===== src/rtl/branch_forward_scoreboard_if.sv =====
// ID-stage branch forwarding bundle: instruction fields in,
// forward selects / stall / perf count out.
interface branch_forward_scoreboard_if #(
  parameter int REG_ADDR_W = 5,
  parameter int DEPTH      = 3,
  parameter int NUM_OPS    = 2
);
  localparam int SEL_W = $clog2(DEPTH);

  logic                          pipe_en;
  logic                          id_valid;
  logic                          id_wr_en;
  logic                          id_is_load;
  logic [REG_ADDR_W-1:0]         id_rd;
  logic                          id_is_branch;
  logic [NUM_OPS-1:0]            id_op_used;
  logic [NUM_OPS*REG_ADDR_W-1:0] id_op_reg;
  logic [NUM_OPS*SEL_W-1:0]      branch_fwd_sel;
  logic                          branch_stall;
  logic [31:0]                   stall_cycles;

  modport master (
    output pipe_en, id_valid, id_wr_en, id_is_load, id_rd,
    output id_is_branch, id_op_used, id_op_reg,
    input  branch_fwd_sel, branch_stall, stall_cycles
  );

  modport slave (
    input  pipe_en, id_valid, id_wr_en, id_is_load, id_rd,
    input  id_is_branch, id_op_used, id_op_reg,
    output branch_fwd_sel, branch_stall, stall_cycles
  );
endinterface


===== src/rtl/branch_forward_scoreboard.sv =====
// Shift-register scoreboard selecting branch forward sources in ID.
// Optional stall-cycle counter enabled by BRANCH_FWD_PERF_EN.
module branch_forward_scoreboard #(
  parameter int REG_ADDR_W = 5,
  parameter int DEPTH      = 3,
  parameter int NUM_OPS    = 2,
  parameter int LOAD_LAT   = 2
) (
  input logic                   clk,
  input logic                   rst_n,
  branch_forward_scoreboard_if.slave bus
);
  localparam int SEL_W = $clog2(DEPTH);
  localparam int CNT_W = $clog2(LOAD_LAT + 1);

  logic                  valid_q [DEPTH];
  logic                  valid_d [DEPTH];
  logic [REG_ADDR_W-1:0] rd_q    [DEPTH];
  logic [REG_ADDR_W-1:0] rd_d    [DEPTH];
  logic [CNT_W-1:0]      cnt_q   [DEPTH];
  logic [CNT_W-1:0]      cnt_d   [DEPTH];

  logic [NUM_OPS-1:0]       op_stall;
  logic [NUM_OPS*SEL_W-1:0] fwd_sel;
  logic                     stall;
  logic                     push;

  // Per operand: youngest matching slot decides forward or stall.
  always_comb begin : sel_blk
    logic                  found;
    logic [SEL_W-1:0]      win;
    logic [CNT_W-1:0]      wcnt;
    logic [REG_ADDR_W-1:0] opr;
    logic                  chk;
    fwd_sel  = '0;
    op_stall = '0;
    found    = 1'b0;
    win      = '0;
    wcnt     = '0;
    opr      = '0;
    chk      = 1'b0;
    for (int i = 0; i < NUM_OPS; i++) begin
      found = 1'b0;
      win   = '0;
      wcnt  = '0;
      opr   = bus.id_op_reg[i*REG_ADDR_W +: REG_ADDR_W];
      chk   = bus.id_is_branch & bus.id_valid &
              bus.id_op_used[i] & (opr != '0);
      for (int k = DEPTH - 1; k >= 0; k--) begin
        if (chk && valid_q[k] && rd_q[k] == opr) begin
          found = 1'b1;
          win   = SEL_W'(k);
          wcnt  = cnt_q[k];
        end
      end
      if (found) begin
        if (win == '0 || wcnt != '0)
          op_stall[i] = 1'b1;
        else
          fwd_sel[i*SEL_W +: SEL_W] = win;
      end
    end
  end

  assign stall = |op_stall;
  assign push  = bus.id_valid & bus.id_wr_en & ~stall &
                 (bus.id_rd != '0);

  assign bus.branch_stall   = stall;
  assign bus.branch_fwd_sel = fwd_sel;

  // Shift the scoreboard on advance, hold when frozen.
  always_comb begin
    for (int k = 0; k < DEPTH; k++) begin
      valid_d[k] = valid_q[k];
      rd_d[k]    = rd_q[k];
      cnt_d[k]   = cnt_q[k];
    end
    if (bus.pipe_en) begin
      valid_d[0] = push;
      rd_d[0]    = push ? bus.id_rd : '0;
      cnt_d[0]   = !push ? '0 :
                   bus.id_is_load ? CNT_W'(LOAD_LAT) : CNT_W'(1);
      for (int k = 1; k < DEPTH; k++) begin
        valid_d[k] = valid_q[k-1];
        rd_d[k]    = rd_q[k-1];
        cnt_d[k]   = (cnt_q[k-1] == '0) ? '0 : cnt_q[k-1] - 1'b1;
      end
    end
  end

  // Scoreboard state register.
  always_ff @(posedge clk) begin
    if (!rst_n) begin
      for (int k = 0; k < DEPTH; k++) begin
        valid_q[k] <= 1'b0;
        rd_q[k]    <= '0;
        cnt_q[k]   <= '0;
      end
    end else begin
      for (int k = 0; k < DEPTH; k++) begin
        valid_q[k] <= valid_d[k];
        rd_q[k]    <= rd_d[k];
        cnt_q[k]   <= cnt_d[k];
      end
    end
  end

`ifdef BRANCH_FWD_PERF_EN
  logic [31:0] stall_cycles_q;
  logic [31:0] stall_cycles_d;

  // Count advancing stall cycles, saturating.
  always_comb begin
    stall_cycles_d = stall_cycles_q;
    if (bus.pipe_en && stall && stall_cycles_q != 32'hFFFF_FFFF)
      stall_cycles_d = stall_cycles_q + 32'd1;
  end

  // Stall counter register.
  always_ff @(posedge clk) begin
    if (!rst_n) stall_cycles_q <= '0;
    else        stall_cycles_q <= stall_cycles_d;
  end

  assign bus.stall_cycles = stall_cycles_q;
`else
  assign bus.stall_cycles = '0;
`endif
endmodule

===== src/flat_wrapper.sv =====
// flat-port wrapper written by rule: the top's interface ports become plain ports
module branch_forward_scoreboard_flat 
#(
  parameter int REG_ADDR_W = 5,
  parameter int DEPTH      = 3,
  parameter int NUM_OPS    = 2,
  parameter int LOAD_LAT   = 2
)
  (clk, rst_n, bus_pipe_en, bus_id_valid, bus_id_wr_en, bus_id_is_load, bus_id_rd, bus_id_is_branch, bus_id_op_used, bus_id_op_reg, bus_branch_fwd_sel, bus_branch_stall, bus_stall_cycles);
  branch_forward_scoreboard_if #(.REG_ADDR_W(REG_ADDR_W), .DEPTH(DEPTH), .NUM_OPS(NUM_OPS)) bus_i ();
  input logic clk;
  input logic rst_n;
  input wire logic [$bits(bus_i.pipe_en)-1:0] bus_pipe_en;
  input wire logic [$bits(bus_i.id_valid)-1:0] bus_id_valid;
  input wire logic [$bits(bus_i.id_wr_en)-1:0] bus_id_wr_en;
  input wire logic [$bits(bus_i.id_is_load)-1:0] bus_id_is_load;
  input wire logic [$bits(bus_i.id_rd)-1:0] bus_id_rd;
  input wire logic [$bits(bus_i.id_is_branch)-1:0] bus_id_is_branch;
  input wire logic [$bits(bus_i.id_op_used)-1:0] bus_id_op_used;
  input wire logic [$bits(bus_i.id_op_reg)-1:0] bus_id_op_reg;
  output wire logic [$bits(bus_i.branch_fwd_sel)-1:0] bus_branch_fwd_sel;
  output wire logic [$bits(bus_i.branch_stall)-1:0] bus_branch_stall;
  output wire logic [$bits(bus_i.stall_cycles)-1:0] bus_stall_cycles;
  assign bus_i.pipe_en = bus_pipe_en;
  assign bus_i.id_valid = bus_id_valid;
  assign bus_i.id_wr_en = bus_id_wr_en;
  assign bus_i.id_is_load = bus_id_is_load;
  assign bus_i.id_rd = bus_id_rd;
  assign bus_i.id_is_branch = bus_id_is_branch;
  assign bus_i.id_op_used = bus_id_op_used;
  assign bus_i.id_op_reg = bus_id_op_reg;
  assign bus_branch_fwd_sel = bus_i.branch_fwd_sel;
  assign bus_branch_stall = bus_i.branch_stall;
  assign bus_stall_cycles = bus_i.stall_cycles;
  branch_forward_scoreboard #(.REG_ADDR_W(REG_ADDR_W), .DEPTH(DEPTH), .NUM_OPS(NUM_OPS), .LOAD_LAT(LOAD_LAT)) u_core (.clk(clk), .rst_n(rst_n), .bus(bus_i));
endmodule

===== config.mk =====
export PLATFORM = sky130hd
export DESIGN_NAME = branch_forward_scoreboard_flat
export DESIGN_NICKNAME = d
export VERILOG_FILES = /design/src/rtl/branch_forward_scoreboard_if.sv /design/src/rtl/branch_forward_scoreboard.sv /design/src/flat_wrapper.sv
export SDC_FILE = /design/constraint.sdc
export NUM_CORES = 1
export LEC_CHECK = 0
export CAP_MARGIN = 20
export CORE_MARGIN = 3
export CORE_UTILIZATION = 65
export CTS_CLUSTER_DIAMETER = 200
export CTS_CLUSTER_SIZE = 12
export DETAILED_ROUTE_END_ITERATION = 7
export DONT_BUFFER_PORTS = 1
export PLACE_DENSITY_LB_ADDON = 0.08
export SLEW_MARGIN = 20
export SYNTH_ARGS = -nofsm -noshare
export SYNTH_HDL_FRONTEND = slang
export SYNTH_SLANG_ARGS = --single-unit

===== constraint.sdc =====
create_clock -name clk -period 5.7 [get_ports clk]
set_input_delay 1.425 -clock clk [delete_from_list [all_inputs] [get_ports clk]]
set_output_delay 1.425 -clock clk [all_outputs]
set_load 0.1 [all_outputs]

==> out/metrics.cfg, run 1 <==
[floorplanning]
fp.dieW_um = 56.2
nWellTaps = 28
fp_util_pct = 71.2
core_um2 = 2300
io_pins = 61
dieArea_um2 = 3150
die_y_um = 56.2
rows = 17

[finish]
diodes = 0
most-common-layout-cells = conb_1 (32), xnor2_1 (30), dfxtp_1 (24)
fin_nets = 207
n_all_buffers = 4
flops = 24
largestClassByArea = multi-input combinational cells
seq_share_pct = 29.2
drive_above_1_share_pct = 11.0
syn2layout_area_growth_pct = 0.765
register_area_um2 = 480
final_cells = 210
buffer_area_share_pct = 1.82
clkbuf_count = 3
final_common_cell = conb_1
mi_logic_area_um2 = 1050
fillers = 182
clockNetworkAreaShare_pct = 3.19
layout.comb_gates.multi_input = 149
comb_area_share_pct = 63.5
inv_count = 1

[setup_path]
r2r_end = u_core.cnt_q[0][1]$_SDFFE_PN0P_
path_max_fanout = 4
crit_buf_inv = 1
r2r-start = u_core.rd_q[0][1]$_SDFFE_PN0P_
startpoint_type = input port
cp-endpoint = bus_branch_fwd_sel[3]
rr_worst_depth = 6
crit_path_top_delay_cell = or4_1
cp_cell_sequence = or4_1 -> o2111ai_2 -> nor3_2 -> or4_1 -> nor3_4 -> buf_4
cp.arrival_ps = 3370
worst_path_largest_cell_delay_ps = 570
worstPathRequired_ps = 4280
critPathTopFamily = simple AND/OR/NAND/NOR gates
cp-end-kind = output port
cp-startpoint = bus_id_op_reg[5]
critPathKind = in2out
path_common_cell = or4_1
rrSetupSlack_ps = 3460

[power]
powerDensity_nw_per_um2 = 252
p_int_mw = 0.258
powerSeq_mw = 0.173
pwr.group.clock_mw = 0.125
ir_drop_mv = 0.242
comb-power_mw = 0.117
p_comb_share_pct = 28.1
pwr-share-clk_pct = 30.2
power_switching_mw = 0.157
seqPwrFrac_pct = 41.8
p_total_mw = 0.415
power-top-group = sequential cells

[synth]
edf_count = 0
top_area_cell = dfxtp_1
top_cell_area_share_pct = 29.4
ys_cells = 180
flop_cell = dfxtp_1
synth-async-reset-ratio_pct = 0
area_leaders = dfxtp_1 (29%), xnor2_1 (16%), buf_4 (15%), mux2i_1 (7.3%), nor2b_1 (5.0%)
top_cells_by_count = buf_4 (32), xnor2_1 (30), dfxtp_1 (24)
synth_cell_types = 32
ys_sh_mux_pct = 8.26
syn_inst = 180
aoi_share_pct = 8.26
xor_share_pct = 16.1
ys_warn_count = 0
synth_flops = 24
seq_area_frac_synth_pct = 29.4
yosys-stat-area_um2 = 1640
yosysMostFrequentCell = buf_4
ys_top_logic_family = simple AND/OR/NAND/NOR gates
synth.avg_cell_area_um2 = 9.09
synth_area_um2 = 1640

[global_route]
grt_pass1_wl_um = 5340
use_met3_pct = 4.41
grt_usage_pct = 21.5
use_met2_pct = 34.7
grt_max_degree = 23
first_global_vias = 1139
use_met1_pct = 26.8
antenna_found_initial = 0

[drt]
routedWlPerCell_um = 15.3
drt-met1-wl_um = 1310
drt-total-wl_um = 3210
drt_iter0_markers = 16
firstDrtPassIters = 4
met3_length_um = 313
wl_met2_um = 1500
drc = 0
highest_layer = met4
via_count = 1187
drt.antenna.violating_nets = 0

[cts]
ctsHoldBuffers = 0
cts_buffer_depth = 2
cts.reportedPaths.clkPinSlew_ps = 130
cts_tree = built
cts_buffers = 3
cts-root-buf = clkbuf_4
post_cts_buffers = 0
cts_sinks = 24
ctsResizeCount = 0
htreeDepth = 1

[placed_design]
io_buffers = 0
place_inst = 206
dp_hpwl_um = 2470
place_congestion = 0.860

[job]
cap_violations = 0
warning_count = 26

[final_timing]
slew_headroom_pct = 49.9
finalSetupTns_ps = 0
post-route-min-period_ps = 4800
finalHoldViolations = 0
slew_violations = 0
rsz0062_at_grt = false
tightest_slew_ps = 746
fmax_mhz = 208
fin_crit_sh_pct = 84.2

[hold_path]
worstHoldPathCells = 2
hold_class = reg2reg
holdPathEnd = u_core.cnt_q[0][4]$_SDFFE_PN0P_

[outcome]
status = complete, no violations

-- run 1: metrics by stage --
step	util [%]	setup slack, ps	cell area (µm²)	hold slack (ps)
finish	71.7	902	1650	487
global route	71.7	835	1650	525
CTS	71.7	904	1650	493
detailed placement	69.4	903	1600	472
global placement	69.4	942	1600	460
floorplan	-	298	1770	449
-- run 1: kinds of logic (layout without fill, tap and decap cells) --
group	after synthesis	count (layout)
muxes	13	13
and+or+nand+nor	59	59
buffers and inverters	38	9
xor gates and xnor gates	30	30
DFF	24	24
AOI/OAI and AO/OA	15	15
other	1	32
-- run 1: registers in the layout, indices dropped and copies added, names as in the netlist --
signal / count
u_core.valid_q: 3
u_core.cnt_q: 6
u_core.rd_q: 15
==> run_1/m1.png <==
Scale bar: 20 µm.
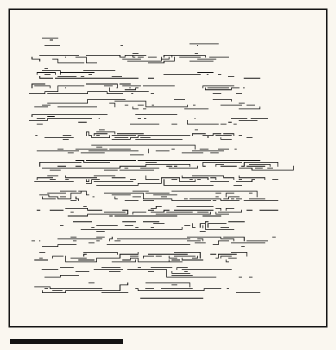
longest straight run: 21.6 µm
share of all routed wire: 41%
wire length on this layer: 1310 µm
nets with wire on the layer: 167
main direction: horizontal

==> run_1/m2.png <==
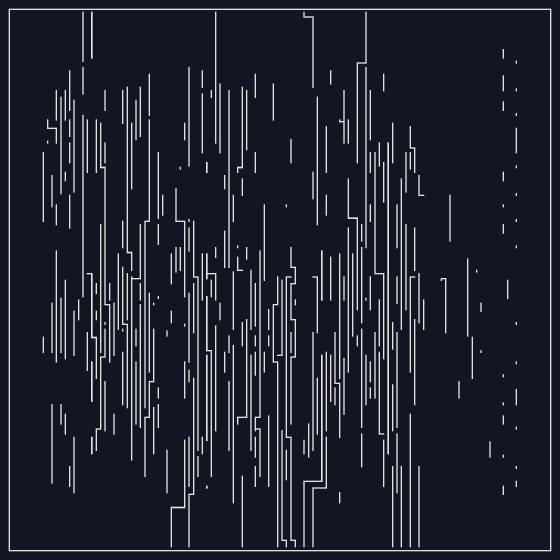
longest straight run: 32.3 µm
nets with wire on the layer: 175
wire length on this layer: 1500 µm

==> run_1/m3.png <==
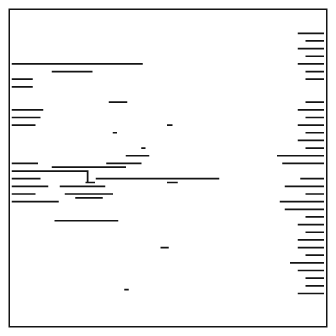
main direction: horizontal
nets with wire on the layer: 52
share of all routed wire: 9.8%
longest straight run: 23.0 µm

==> run 2, diff against run 1 <==
CORE_UTILIZATION = 56   (was 65)
clock period = 3.9 ns   (was 5.7 ns; I/O delays follow)
==> run_2/m1.png <==
Scale bar: 20 µm.
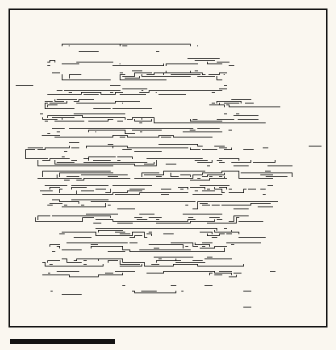
main direction: horizontal
wire length on this layer: 1450 µm
via count: 1167
grt met1 use: 26.2%
total wire length: 3350 µm

==> run_2/m3.png <==
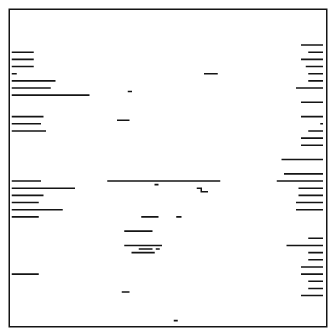
nets with wire on the layer: 56
longest straight run: 21.2 µm
share of all routed wire: 8.1%
main direction: horizontal
met3 Track Usage GR: 2.81%

==> run_2/m2.png <==
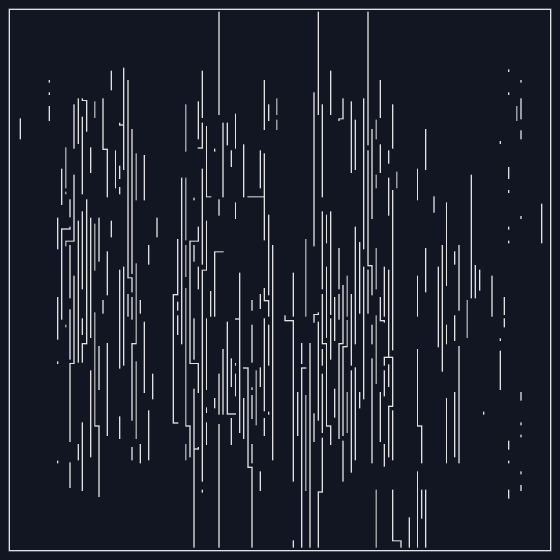
wire length on this layer: 1560 µm
nets with wire on the layer: 178
longest straight run: 23.8 µm
share of all routed wire: 47%
main direction: vertical

==> run 2 against run 1 <==
Net effect:
- hold slack got worse by 4.8 ps
- sequential share of layout area decreased by 0.90 points
- highest routed layer unchanged
- synthesized area unchanged
==> out/metrics.cfg, run 2 <==
[finish]
diodes = 0  ; unchanged
buffer_area_share_pct = 3.68  ; was 1.82%
top_regs = u_core.rd_q: 15 flops, u_core.cnt_q: 6 flops, u_core.valid_q: 3 flops  ; unchanged
n_all_buffers = 5  ; was 4
register_area_um2 = 480  ; unchanged
flops = 24  ; unchanged
largest_reg_flops = 15  ; unchanged
seq_share_pct = 28.3  ; was 29.2%
fin_nets = 208  ; was 207
fillers = 240  ; was 182
final_area_um2 = 1700  ; was 1650 µm²
final_common_cell = conb_1  ; unchanged
largestClassByArea = multi-input combinational cells  ; unchanged
final_cells = 213  ; was 210
inv_count = 1  ; unchanged
layout.comb_gates.multi_input = 149  ; unchanged
utilization_pct = 64.5  ; was 71.7%

[floorplanning]
dieArea_um2 = 3600  ; was 3150 µm²
fp_util_pct = 62.1  ; was 71.2%
fp.dieW_um = 60.0  ; was 56.2 µm
io_pins = 61  ; unchanged
rows = 18  ; was 17
core_um2 = 2640  ; was 2300 µm²
nWellTaps = 30  ; was 28

[setup_path]
rr_worst_depth = 6  ; unchanged
worstPathRequired_ps = 2920  ; was 4280 ps
cp.arrival_ps = 2820  ; was 3370 ps
cp-startpoint = bus_id_op_reg[5]  ; unchanged
critPathTopFamily = simple AND/OR/NAND/NOR gates  ; unchanged
startpoint_type = input port  ; unchanged
worst_path_largest_cell_delay_ps = 560  ; was 570 ps
path_max_fanout = 4  ; unchanged
critPathKind = in2out  ; unchanged
rrSetupSlack_ps = 1680  ; was 3460 ps
cp_cell_sequence = or4_4 -> o2111ai_4 -> nor3_2 -> or4_1 -> nor3_4 -> buf_12  ; was or4_1 -> o2111ai_2 -> nor3_2 -> or4_1 -> nor3_4 -> buf_4
crit_buf_inv = 1  ; unchanged

[power]
p_int_mw = 0.378  ; was 0.258 mW
ir_drop_mv = 0.352  ; was 0.242 mV
pwr.group.clock_mw = 0.183  ; was 0.125 mW
pwr-share-clk_pct = 30.2  ; about the same
p_total_mw = 0.608  ; was 0.415 mW
seqPwrFrac_pct = 41.7  ; was 41.8%
p_comb_share_pct = 28.2  ; was 28.1%
powerDensity_nw_per_um2 = 358  ; was 252 nW/µm²
comb-power_mw = 0.171  ; was 0.117 mW
power_switching_mw = 0.231  ; was 0.157 mW

[final_timing]
post-route-min-period_ps = 3790
hold-worst-slack_ps = 482  ; was 487 ps
fin_crit_sh_pct = 97.3
finalSetupTns_ps = 0  ; unchanged
fmax_mhz = 264
slew_violations = 0  ; unchanged
finalHoldViolations = 0  ; unchanged
rsz0062_at_grt = false  ; unchanged
fin_ws_ps = 105  ; was 902 ps
slew_headroom_pct = 52.9  ; was 49.9%

[synth]
synth_flops = 24  ; unchanged
seq_area_frac_synth_pct = 29.4  ; unchanged
area_leaders = dfxtp_1 (29%), xnor2_1 (16%), buf_4 (15%), mux2i_1 (7.3%), nor2b_1 (5.0%)  ; unchanged
synth_area_um2 = 1640  ; unchanged
ys_cells = 180  ; unchanged
ys_warn_count = 0  ; unchanged
flop_cell = dfxtp_1  ; unchanged
top_cells_by_count = buf_4 (32), xnor2_1 (30), dfxtp_1 (24)  ; unchanged
synth-async-reset-ratio_pct = 0  ; unchanged
syn_inst = 180  ; unchanged
synth.avg_cell_area_um2 = 9.09  ; unchanged

[placed_design]
io_buffers = 0  ; unchanged
dp_slack_ps = 46.2  ; was 903 ps
place_congestion = 0.929  ; was 0.860
dp_hpwl_um = 2690  ; was 2470 µm

[cts]
cts_tree = built  ; unchanged
post_cts_buffers = 0  ; unchanged
cts_sinks = 24  ; unchanged
cts_buffers = 3  ; unchanged
cts.reportedPaths.clkPinSlew_ps = 140  ; was 130 ps
htreeDepth = 1  ; unchanged

[job]
cap_violations = 0  ; unchanged

[drt]
drt.antenna.violating_nets = 0  ; unchanged
routedWlPerCell_um = 15.7  ; was 15.3 µm

[global_route]
grt_usage_pct = 20.5  ; was 21.5%
grt_max_degree = 23  ; unchanged
first_global_vias = 1185  ; was 1139

[hold_path]
worstHoldPathCells = 2  ; unchanged
holdPathEnd = u_core.cnt_q[0][4]$_SDFFE_PN0P_  ; unchanged

[outcome]
status = complete, no violations  ; unchanged

run 2: cell count changes in the layout (fill, tap and decap cells not counted), sizes merged:
cell,delta
buf,+1
run 2: metal layers:
metal	track usage [%]	wire length (µm)
met1	26.2	1450
met2	34.6	1560
met3	2.81	272
met4	7.59	70
met5	0	0
run 2: cells by family after synthesis:
logic type | Yosys count | synth area share (%)
XOR/XNOR | 30 | 16.1
flip-flops | 24 | 29.4
multiplexers | 13 | 8.26
AND-OR/OR-AND | 15 | 8.26
AND/OR/NAND/NOR | 59 | 21.3
buffers and inverters | 38 | 16.5
other | 1 | 0.229
run 2: timing repair:
action,in CTS,in global routing
endpoints found under the hold margin,0,0
gates resized,0,3
setup endpoints to repair,0,2
run 2: tightest hold or removal path: stages, from the launching register on:
cell,delay (ps)
dfxtp_1,330
nand2b_1,60
a21boi_0,60
Power is estimated from default activity; no workload was simulated.
